===== src/rtl/reg_file_wr_arb.sv =====
// Register-file write-port sharer: two writeback FIFOs drained round-robin into
// the single write port, plus a pending-write lookup that decode stalls on.
package reg_file_pkg;
    typedef struct packed {
        logic [4:0]  addr;
        logic [31:0] data;
    } reg_file_wr_req_pkt_t;
endpackage

module reg_file_wr_arb
    import reg_file_pkg::*;
#(
    parameter int DEPTH = 2
) (
    input  logic                       clk,
    input  logic                       resetn,
    input  logic [1:0]                 wb_req_vld,
    input  reg_file_wr_req_pkt_t [1:0] wb_req_pkt,
    output logic [1:0]                 wb_req_rdy,
    output logic                       reg_file_wr_req_vld,
    output reg_file_wr_req_pkt_t       reg_file_wr_req_pkt,
    input  logic [1:0][4:0]            pend_chk_addr,
    output logic [1:0]                 pend_hit
);
    localparam int PW = $clog2(DEPTH);
    typedef logic [PW-1:0] ptr_t;
    typedef logic [PW:0]   cnt_t;

    reg_file_wr_req_pkt_t mem_q     [2][DEPTH];
    logic [DEPTH-1:0]     ent_vld_q [2];
    ptr_t                 wr_ptr_q  [2];
    ptr_t                 rd_ptr_q  [2];
    cnt_t                 count_q   [2];
    logic                 last_gnt_q;

    logic [1:0] non_empty;
    logic [1:0] push;
    logic [1:0] pop;
    logic       gnt_sel;

    always_comb begin
        // NOTE: every output of this block gets a default before any branch,
        // so no path leaves a signal unassigned and no latch is inferred.
        gnt_sel             = 1'b0;
        pop                 = '0;
        reg_file_wr_req_pkt = '0;
        for (int i = 0; i < 2; i++) begin
            non_empty[i]  = (count_q[i] != '0);
            wb_req_rdy[i] = (count_q[i] != cnt_t'(DEPTH));
            // addr 0 completes the handshake but is never buffered
            push[i]       = wb_req_vld[i] && wb_req_rdy[i] && (wb_req_pkt[i].addr != '0);
        end
        if (&non_empty)
            gnt_sel = ~last_gnt_q;
        else if (non_empty[1])
            gnt_sel = 1'b1;
        reg_file_wr_req_vld = |non_empty;
        if (reg_file_wr_req_vld) begin
            pop[gnt_sel]        = 1'b1;
            reg_file_wr_req_pkt = mem_q[gnt_sel][rd_ptr_q[gnt_sel]];
        end
    end

    // The entry granted this cycle is forwarded by the register file, so it is not pending.
    always_comb begin
        pend_hit = '0;
        for (int j = 0; j < 2; j++) begin
            for (int i = 0; i < 2; i++) begin
                for (int k = 0; k < DEPTH; k++) begin
                    if (ent_vld_q[i][k] && (mem_q[i][k].addr == pend_chk_addr[j]) &&
                        !(pop[i] && (rd_ptr_q[i] == ptr_t'(k))))
                        pend_hit[j] = 1'b1;
                end
            end
            if (pend_chk_addr[j] == '0)
                pend_hit[j] = 1'b0;
        end
    end

    // NOTE: sequential state uses non-blocking assignments so every register
    // samples pre-edge values, independent of statement order.
    always_ff @(posedge clk or negedge resetn) begin
        if (!resetn) begin
            for (int i = 0; i < 2; i++) begin
                ent_vld_q[i] <= '0;
                wr_ptr_q[i]  <= '0;
                rd_ptr_q[i]  <= '0;
                count_q[i]   <= '0;
            end
            last_gnt_q <= 1'b1;
        end else begin
            for (int i = 0; i < 2; i++) begin
                if (push[i]) begin
                    ent_vld_q[i][wr_ptr_q[i]] <= 1'b1;
                    wr_ptr_q[i]               <= wr_ptr_q[i] + 1'b1;
                end
                if (pop[i]) begin
                    ent_vld_q[i][rd_ptr_q[i]] <= 1'b0;
                    rd_ptr_q[i]               <= rd_ptr_q[i] + 1'b1;
                end
                count_q[i] <= count_q[i] + cnt_t'(push[i]) - cnt_t'(pop[i]);
            end
            if (reg_file_wr_req_vld)
                last_gnt_q <= gnt_sel;
        end
    end

    // NOTE: the payload array is not reset; ent_vld_q and count_q gate every
    // use of it, so stale contents are never observed.
    always_ff @(posedge clk) begin
        for (int i = 0; i < 2; i++) begin
            if (push[i])
                mem_q[i][wr_ptr_q[i]] <= wb_req_pkt[i];
        end
    end
endmodule

===== config.mk =====
export PLATFORM = sky130hd
export DESIGN_NAME = reg_file_wr_arb
export DESIGN_NICKNAME = d
export VERILOG_FILES = /design/src/rtl/reg_file_wr_arb.sv
export SDC_FILE = /design/constraint.sdc
export NUM_CORES = 1
export LEC_CHECK = 0
export ABC_CLOCK_PERIOD_IN_PS = 2800
export CAP_MARGIN = 5
export CORE_MARGIN = 2
export CORE_UTILIZATION = 57
export CTS_CLUSTER_SIZE = 20
export DETAILED_ROUTE_END_ITERATION = 16
export DONT_BUFFER_PORTS = 1
export GPL_TIMING_DRIVEN = 0
export PLACE_DENSITY_LB_ADDON = 0.05
export SETUP_SLACK_MARGIN = 0.4
export SLEW_MARGIN = 20
export SYNTH_ARGS = -nofsm -noshare
export SYNTH_HDL_FRONTEND = slang
export SYNTH_SLANG_ARGS = --single-unit

===== constraint.sdc =====
create_clock -name clk -period 2.8 [get_ports clk]
set_input_delay 0.56 -clock clk [delete_from_list [all_inputs] [get_ports clk]]
set_output_delay 0.56 -clock clk [all_outputs]
set_load 0.01 [all_outputs]

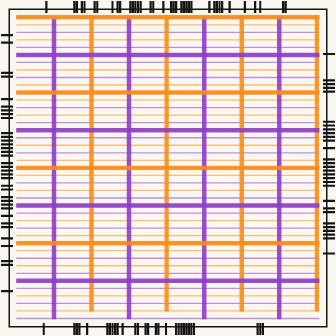
run_1/floorplan.png
Pins as bars on the die edge.
| net | colour |
|---|---|
| VSS | purple |
| VDD | orange |
met5 straps: 8
met4 straps: 8

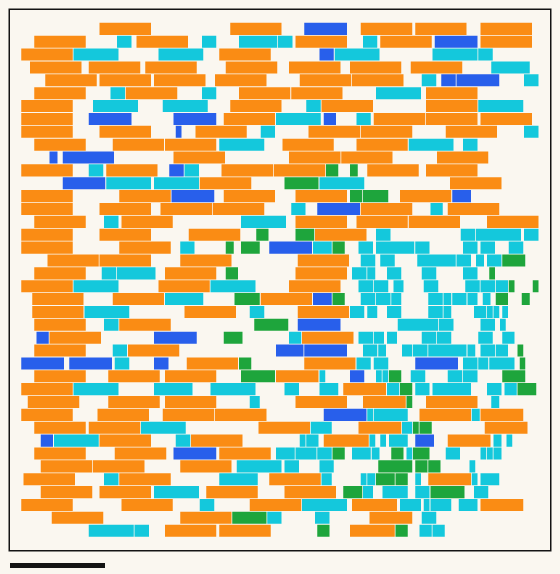
run_1/class_map.png
Bar = 20 um.
| class | colour | cells | share of their area |
|---|---|---|---|
| registers | orange | 161 | 60% |
| remaining logic cells | cyan | 191 | 27% |
| remaining buffers and delay cells | green | 45 | 5.4% |
| clock drivers and dummy loads | blue | 32 | 7.3% |

==> impl_metrics.csv, run 1 <==
group,metric,value,unit
yosys,ys_cells,373,
pwr,power_top_consumer,"combinational logic",
worst_setup_path,worst_path_dominant_cell_family,"buffers and inverters",
yosys,mux_share,0.137,
clock_tree,numCtsBuffers,17,
job,maxCapViolCount,0,
worst_setup_path,slowest_delay,0.40,ns
yosys,yosys_area,6920,um2
sta,finalSetupViolCount,36,
worst_setup_path,crit_type,"register to output pin",
worst_setup_path,startpoint,"count_q[2]",
routing,ant_nets,0,
outcome,status,"complete, but fails checks",
grt,gr-usage-met1,0.261,
yosys,ys_sh_xor,0.0595,
final_layout,largest_reg_flops,148,
placement,port_buffers,0,
pwr,switchingPower,0.00335,W
pwr,pg_comb,0.00464,W
worst_setup_path,crit_arrival,2.35,ns
worst_hold_path,hold_path_startpoint,"wb_req_pkt[43]",
worst_setup_path,reg2reg_to,"mem_q[0][21]",
outcome,violations,"negative setup slack",
yosys,ys_sh_simple,0.0668,
sta,fin_ws,-0.111,ns
yosys,synth-async-reset-ratio,0.0807,
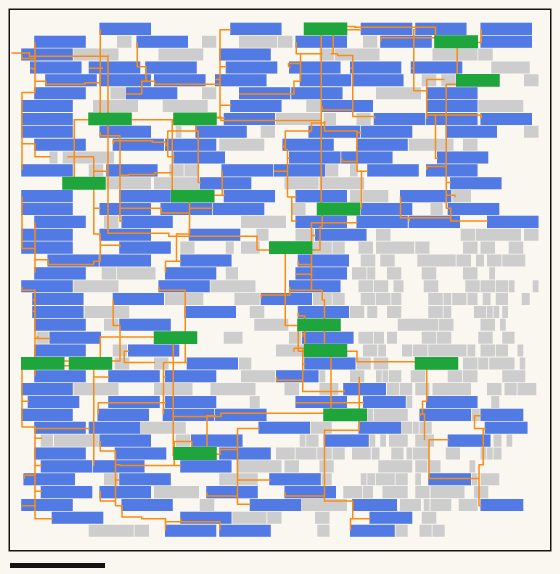
run_1/clock_wires.png
Bar = 20 um.
[flip-flops] blue | count: 161
[clock-net drivers] green | count: 17
[clock wires] orange | length: 1680 um
flops lie: spread over the die

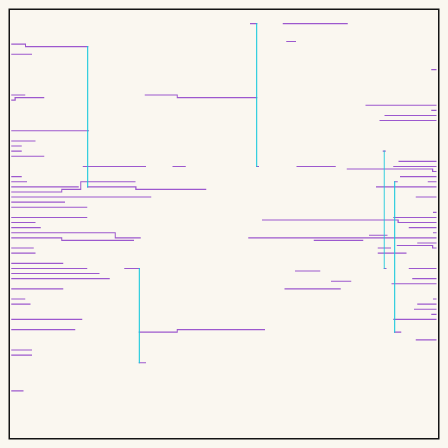
run_1/layers.png
Two of the layers only.
| layer | colour | wire length |
|---|---|---|
| M4 | cyan | 172 um |
| M3 | purple | 1000 um |

==> run 1: stage by stage <==
| step | util | power (W) | setup TNS, ns | hold WS (ns) | setup slack (ns) |
|---|---|---|---|---|---|
| floorplan | - | 0.00687 | -9.04 | 0.264 | -0.0683 |
| global placement | 0.606 | 0.00764 | -221.63 | 0.265 | -1.57 |
| detailed placement | 0.615 | 0.00777 | 0 | 0.265 | 0.0546 |
| CTS | 0.680 | 0.0105 | -3.30 | 0.207 | -0.139 |
| global route | 0.683 | 0.0110 | -5.69 | 0.196 | -0.198 |
| finish | 0.683 | 0.0104 | -2.12 | 0.223 | -0.111 |
==> run 1: repair_timing <==
| item | 4_1_cts | 5_1_grt |
|---|---|---|
| hold endpoints to repair | 13 | 0 |
| endpoints found under the setup margin | 39 | 39 |
| pin swaps | 3 | 6 |
| gates resized | 18 | 8 |
| hold buffers | 1 | 0 |
| buffers inserted | 15 | 4 |
==> run 1: cells in the final DEF (no fill, tap or decap), types with 2 or more instances in the layout <==
| master | count |
|---|---|
| a21oi_1 | 2 |
| and2_4 | 36 |
| buf_12 | 6 |
| buf_4 | 18 |
| buf_6 | 6 |
| buf_8 | 2 |
| clkbuf_1 | 7 |
| clkbuf_16 | 17 |
| clkbuf_2 | 3 |
| clkbuf_8 | 2 |
| clkinv_4 | 3 |
| clkinvlp_4 | 3 |
| dfrtp_1 | 10 |
| dfrtp_2 | 2 |
| edfxtp_1 | 148 |
| ha_1 | 4 |
| inv_1 | 6 |
| inv_6 | 2 |
| inv_8 | 4 |
| mux4_1 | 27 |
| mux4_2 | 10 |
| nand2_1 | 5 |
| nand3_1 | 2 |
| nand4_1 | 5 |
| nor2_1 | 9 |
| nor2_4 | 5 |
| nor3_1 | 5 |
| nor4_1 | 2 |
| o211ai_1 | 3 |
| o21ai_0 | 2 |
| o21ai_1 | 2 |
| or4_1 | 6 |
| xnor2_1 | 28 |
| xor2_1 | 19 |
==> run 1: layout make-up <==
| class | count | area (um2) |
|---|---|---|
| Buffer | 21 | 183 |
| Clock buffer | 18 | 429 |
| Multi-Input combinational cell | 184 | 2130 |
| Clock inverter | 14 | 151 |
| Timing Repair Buffer | 24 | 249 |
| Tap cell | 147 | 184 |
| Inverter | 7 | 33.8 |
| Fill cell | 788 | 3780 |
| Sequential cell | 161 | 4770 |
==> run 1: synthesized netlist by cell type (3+ instances only) <==
| master | instances | area [um2] |
|---|---|---|
| ha_1 | 4 | 50.1 |
| buf_6 | 4 | 45.0 |
| inv_1 | 6 | 22.5 |
| and2_1 | 37 | 231 |
| nand4_1 | 5 | 31.3 |
| nand2_1 | 5 | 18.8 |
| or4_1 | 6 | 45.0 |
| clkbuf_1 | 9 | 33.8 |
| mux4_2 | 7 | 158 |
| xor2_1 | 19 | 166 |
| o211ai_1 | 3 | 22.5 |
| nor3_1 | 5 | 25.0 |
| nor2_1 | 14 | 52.6 |
| mux4_1 | 30 | 788 |
| buf_4 | 3 | 22.5 |
| edfxtp_1 | 148 | 4440 |
| xnor2_1 | 28 | 245 |
| o21ai_0 | 4 | 20.0 |
| dfrtp_1 | 12 | 300 |
run_1/clock_nets.png
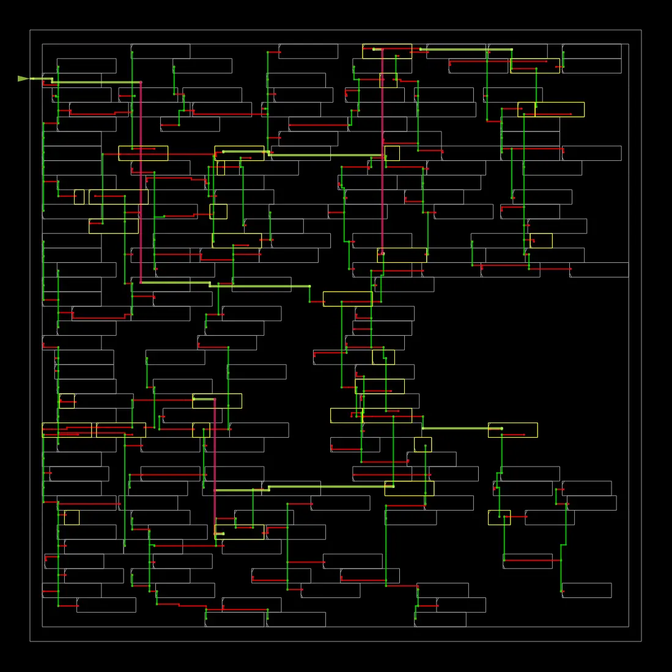

==> run 2, diff against run 1 <==
PLACE_DENSITY = 0.78   (was not set)
PLACE_DENSITY_LB_ADDON = not set   (was 0.05)
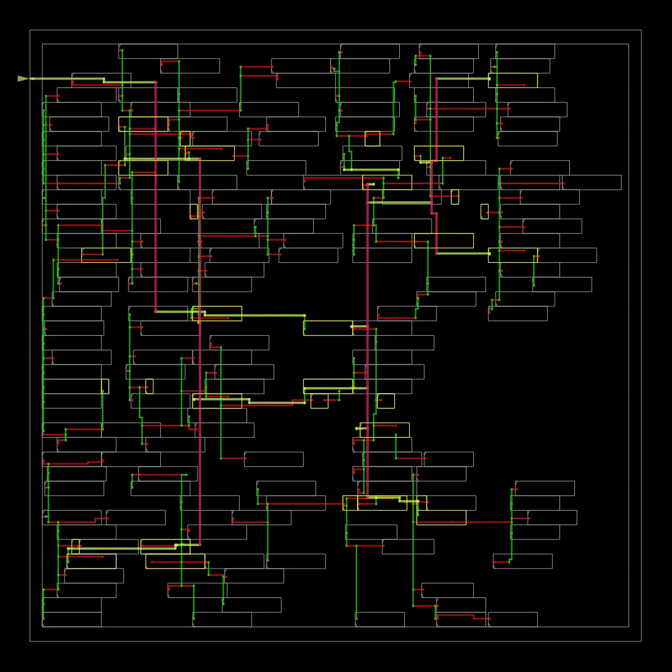
run_2/clock_nets.png
total CTS buffers: 17
Latency at later pin: 0.42 ns
Setup Skew: 0.00548 ns
final-layout clock buffer total: 20

==> impl_metrics.csv, run 2 <==
group,metric,value,unit
outcome,status,"complete, but fails checks",
outcome,violations,"negative setup slack",
routing,vias,3467,
yosys,synth_dominant_cell_count,"edfxtp_1",
final_layout,layout_top_cell,"edfxtp_1",
worst_setup_path,crit_arrival,2.33,ns
final_layout,combGateArea,2160,um2
worst_setup_path,crit_type,"register to output pin",
sta,holdWs,0.229,ns
sta,fin_ws,-0.0855,ns
final_layout,final_layout_top_logic_cells,"edfxtp_1 (148), and2_4 (36), mux4_1 (29), xnor2_1 (28), xor2_1 (19)",
final_layout,nFillCells,769,
yosys,top_cells_by_area,"edfxtp_1 (64%), mux4_1 (11%), dfrtp_1 (4.3%)",
yosys,ys_cells,373,
sta,finalSetupViolCount,33,
placement,place_ws,0.0437,ns
placement,port_buffers,0,
final_layout,largest_reg_flops,148,
yosys,yosys_area,6920,um2
yosys,synth-async-reset-ratio,0.0807,
routing,ant_nets,0,
pwr,p_total,0.0104,W
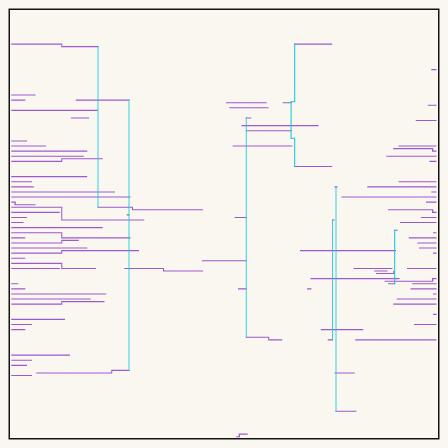
run_2/layers.png
Two of the layers only.
| layer | colour | wire length |
|---|---|---|
| M4 | cyan | 314 um |
| M3 | purple | 1130 um |

## run 2: netlist changes by cell type in the layout (fill, tap and decap cells not counted), moves of 3 or more
cell | previous run | this run
buf_6 | 6 | 3
inv_8 | 4 | 1
buf_4 | 18 | 14
clkinv_1 | 0 | 3
## run 2: power breakdown
part           total (W)  internal [W]  switching (W)
Clock            0.00216       0.00130       0.000867
Sequential       0.00355       0.00332       0.000234
Combinational    0.00469       0.00251        0.00217
Total             0.0104       0.00713        0.00327
## run 2: cell type report
class                   count  share of cell area
plain buffers              21              0.0240
clock buffers              20              0.0537
clock inverters            11              0.0140
inverters                   7             0.00416
multi-input cells         185               0.266
flip-flops and latches    161               0.587
well taps                 147              0.0226
repair buffers             19              0.0280
## run 2: per-stage QoR
stage	TNS, ns	util
2_1_floorplan	-9.04	-
3_3_place_gp	-205.13	0.606
3_5_place_dp	0	0.617
4_1_cts	-2.29	0.679
5_1_grt	-3.41	0.682
6_report	-1.04	0.682
## run 2: kinds of logic after synthesis
family,count (synthesis),synth area share
flops,161,0.690
simple gates,81,0.0668
buf+inv,28,0.0230
xor+xnor,47,0.0595
fa+ha+maj,4,0.00724
mux,37,0.137
compound gates,15,0.0168
## run 2: worst paths after layout
kind / endpoint / start / slack, ns / cells after the start
setup / recovery: reg_file_wr_req_pkt[32] / count_q[2] / -0.09 / 9
hold / removal: mem_q[1][59] / wb_req_pkt[59] / 0.23 / 0
setup reg to reg: mem_q[0][39] / count_q[3] / 0.34 / 5
hold reg to reg: ent_vld_q[3] / rd_ptr_q[1] / 0.47 / 1
max in group asynchronous: count_q[0] / resetn / 1.80 / 1
min in group asynchronous: wr_ptr_q[1] / resetn / 0.58 / 1
## run 2: critical path, cell delays in order, from the launching register on
cell and delay (ns):
dfrtp_1 0.39, o21a_4 0.22, or2_4 0.23, buf_12 0.15
inv_8 0.06, o22ai_4 0.06, buf_12 0.16, buf_12 0.14
mux4_2 0.30, and2_4 0.19
## run 2: per-layer routing
metal  up-vias  GRT usage  part of all wire
met2       126      0.366              0.52
met5         -          0                 0
met4         0     0.0878             0.023
li1       1544          -                 -
met1      1775      0.265              0.37
met3        22     0.0810             0.082
## run 2: repair_timing
action	CTS	global route
endpoints found under the setup margin	39	53
buffers inserted	14	0
gates cloned	0	1
hold endpoints to repair	13	0
pin swaps	3	7
resized	20	12
hold buffers	1	0
==> run 3, diff against run 2 <==
HOLD_SLACK_MARGIN = 0.02   (was not set)
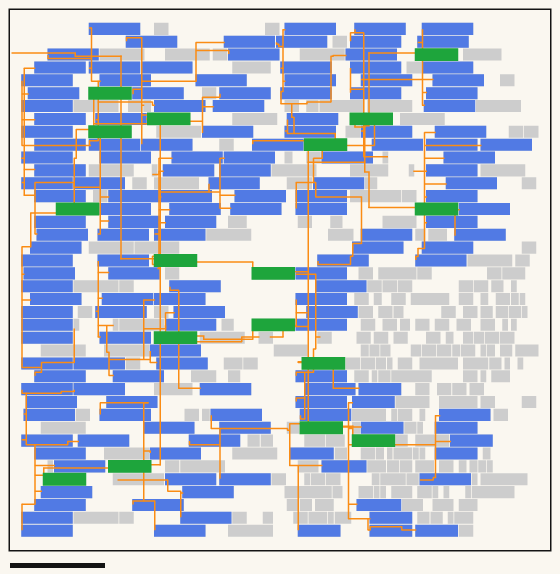
run_3/clock_wires.png
Bar = 20 um.
[clock wires] orange | length: 1660 um
[flip-flops] blue | count: 161
[clock-net drivers] green | count: 17
routed clock nets: 18

==> impl_metrics.csv, run 3 <==
group,metric,value,unit
clock_tree,numCtsBuffers,17,
sta,fin_skew,0.00548,ns
worst_setup_path,timing.rr.start,"count_q[3]",
yosys,netlist.area_leader.share,0.643,
outcome,status,"complete, but fails checks",
worst_hold_path,hold_path_startpoint,"wb_req_pkt[59]",
clock_tree,insertion_delay,0.42,ns
yosys,synth-async-reset-ratio,0.0807,
yosys,edf_count,148,
worst_hold_path,hold_depth,0,
yosys,yosys_area,6920,um2
outcome,violations,"negative setup slack",
sta,fin_ws,-0.0855,ns
placement,place_ws,0.0437,ns
worst_hold_path,hold_end,"mem_q[1][59]",
worst_setup_path,crit_arrival,2.33,ns
yosys,top_area_cell,"edfxtp_1",
job,maxCapViolCount,0,
pwr,p_total,0.0104,W
sta,holdWs,0.229,ns
final_layout,final_util,0.682,
placement,port_buffers,0,
worst_setup_path,crit_type,"register to output pin",
yosys,synth_dominant_cell_count,"edfxtp_1",
yosys,ys_cells,373,
worst_setup_path,reg2reg_to,"mem_q[0][39]",
worst_setup_path,startpoint,"count_q[2]",
worst_setup_path,rrSetupSlack,0.34,ns
routing,ant_nets,0,
yosys,top_cells_by_area,"edfxtp_1 (64%), mux4_1 (11%), dfrtp_1 (4.3%)",
routing,vias,3467,
yosys,synthTopCellsByCount,"edfxtp_1 (148), and2_1 (37), mux4_1 (30)",
sta,finalSetupViolCount,33,
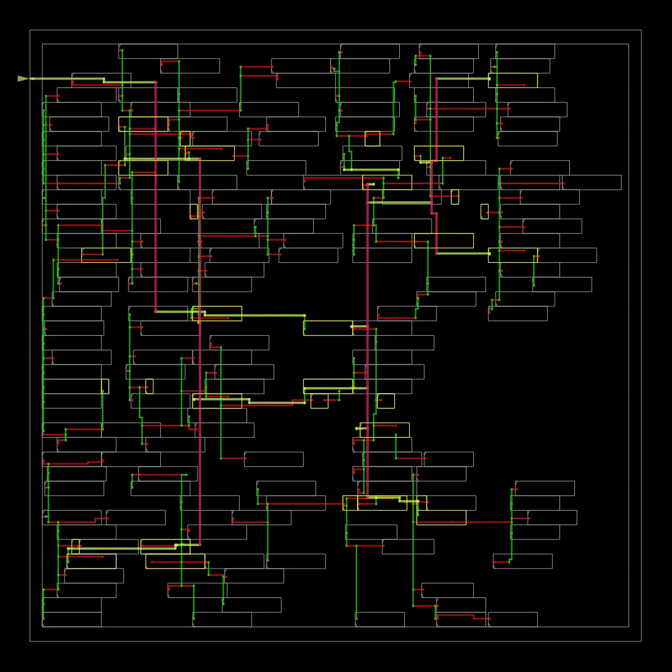
run_3/clock_nets.png
clock sinks: 161
Clock Power: 0.00216 W
FF+latch count: 161

run 3: cell counts after synthesis:
Identical to the previous run, type by type.
run 3: area by class of cell:
type                            count  area [um2]
Multi-Input combinational cell    185        2160
Sequential cell                   161        4770
Clock buffer                       20         437
Fill cell                         769        3780
Inverter                            7        33.8
Timing Repair Buffer               19         228
Tap cell                          147         184
Clock inverter                     11         114
Buffer                             21         195
run 3: metal layers:
metal | wire length (um) | part of all wire | GRT usage | up-vias
met2 | 7190 | 0.52 | 0.366 | 126
li1 | - | - | - | 1544
met1 | 5120 | 0.37 | 0.265 | 1775
met3 | 1130 | 0.082 | 0.0810 | 22
met4 | 313 | 0.023 | 0.0878 | 0
met5 | 0 | 0 | 0 | -
run 3: where the power goes:
group          switching (W)  leakage, nW  internal [W]
sequential          0.000234         1.52       0.00332
combinational        0.00217         1.06       0.00251
clock               0.000867        0.263       0.00130
total                0.00327         2.85       0.00713
run 3: critical path, stage by stage, from the launching register on:
cell and delay, ns:
dfrtp_1 0.39, o21a_4 0.22, or2_4 0.23, buf_12 0.15
inv_8 0.06, o22ai_4 0.06, buf_12 0.16, buf_12 0.14
mux4_2 0.30, and2_4 0.19
run 3: worst max-delay path by stage:
stage,depth (start not counted),end,slack (ns)
3_5_place_dp,8,reg_file_wr_req_pkt[32],0.04
5_1_grt,9,reg_file_wr_req_pkt[24],-0.13
6_report,9,reg_file_wr_req_pkt[32],-0.09
2_1_floorplan,3,mem_q[0][0],-0.07
3_3_place_gp,3,mem_q[0][23],-1.46
4_1_cts,8,reg_file_wr_req_pkt[36],-0.10
run 3: kinds of logic after synthesis:
family | share of synthesized area
DFF | 0.690
and+or+nand+nor | 0.0668
xor gates and xnor gates | 0.0595
muxes | 0.137
buffers and inverters | 0.0230
AOI/OAI and AO/OA | 0.0168
adders and majority gates | 0.00724
run 3: per-stage QoR:
stage / instances / instance area, um2 / setup TNS, ns
floorplan: 373 / 7030 / -9.04
global placement: 520 / 7220 / -205.13
detailed placement: 524 / 7350 / 0
CTS: 570 / 8090 / -2.29
global route: 571 / 8130 / -3.41
finish: 571 / 8130 / -1.04
run 3: what timing repair did:
action	CTS	global route
pin swaps	3	7
endpoints found under the hold margin	13	0
hold buffers	1	0
setup buffers	14	0
resized	20	12
gates cloned	0	1
setup endpoints to repair	39	53
Power is estimated from default activity; no workload was simulated.
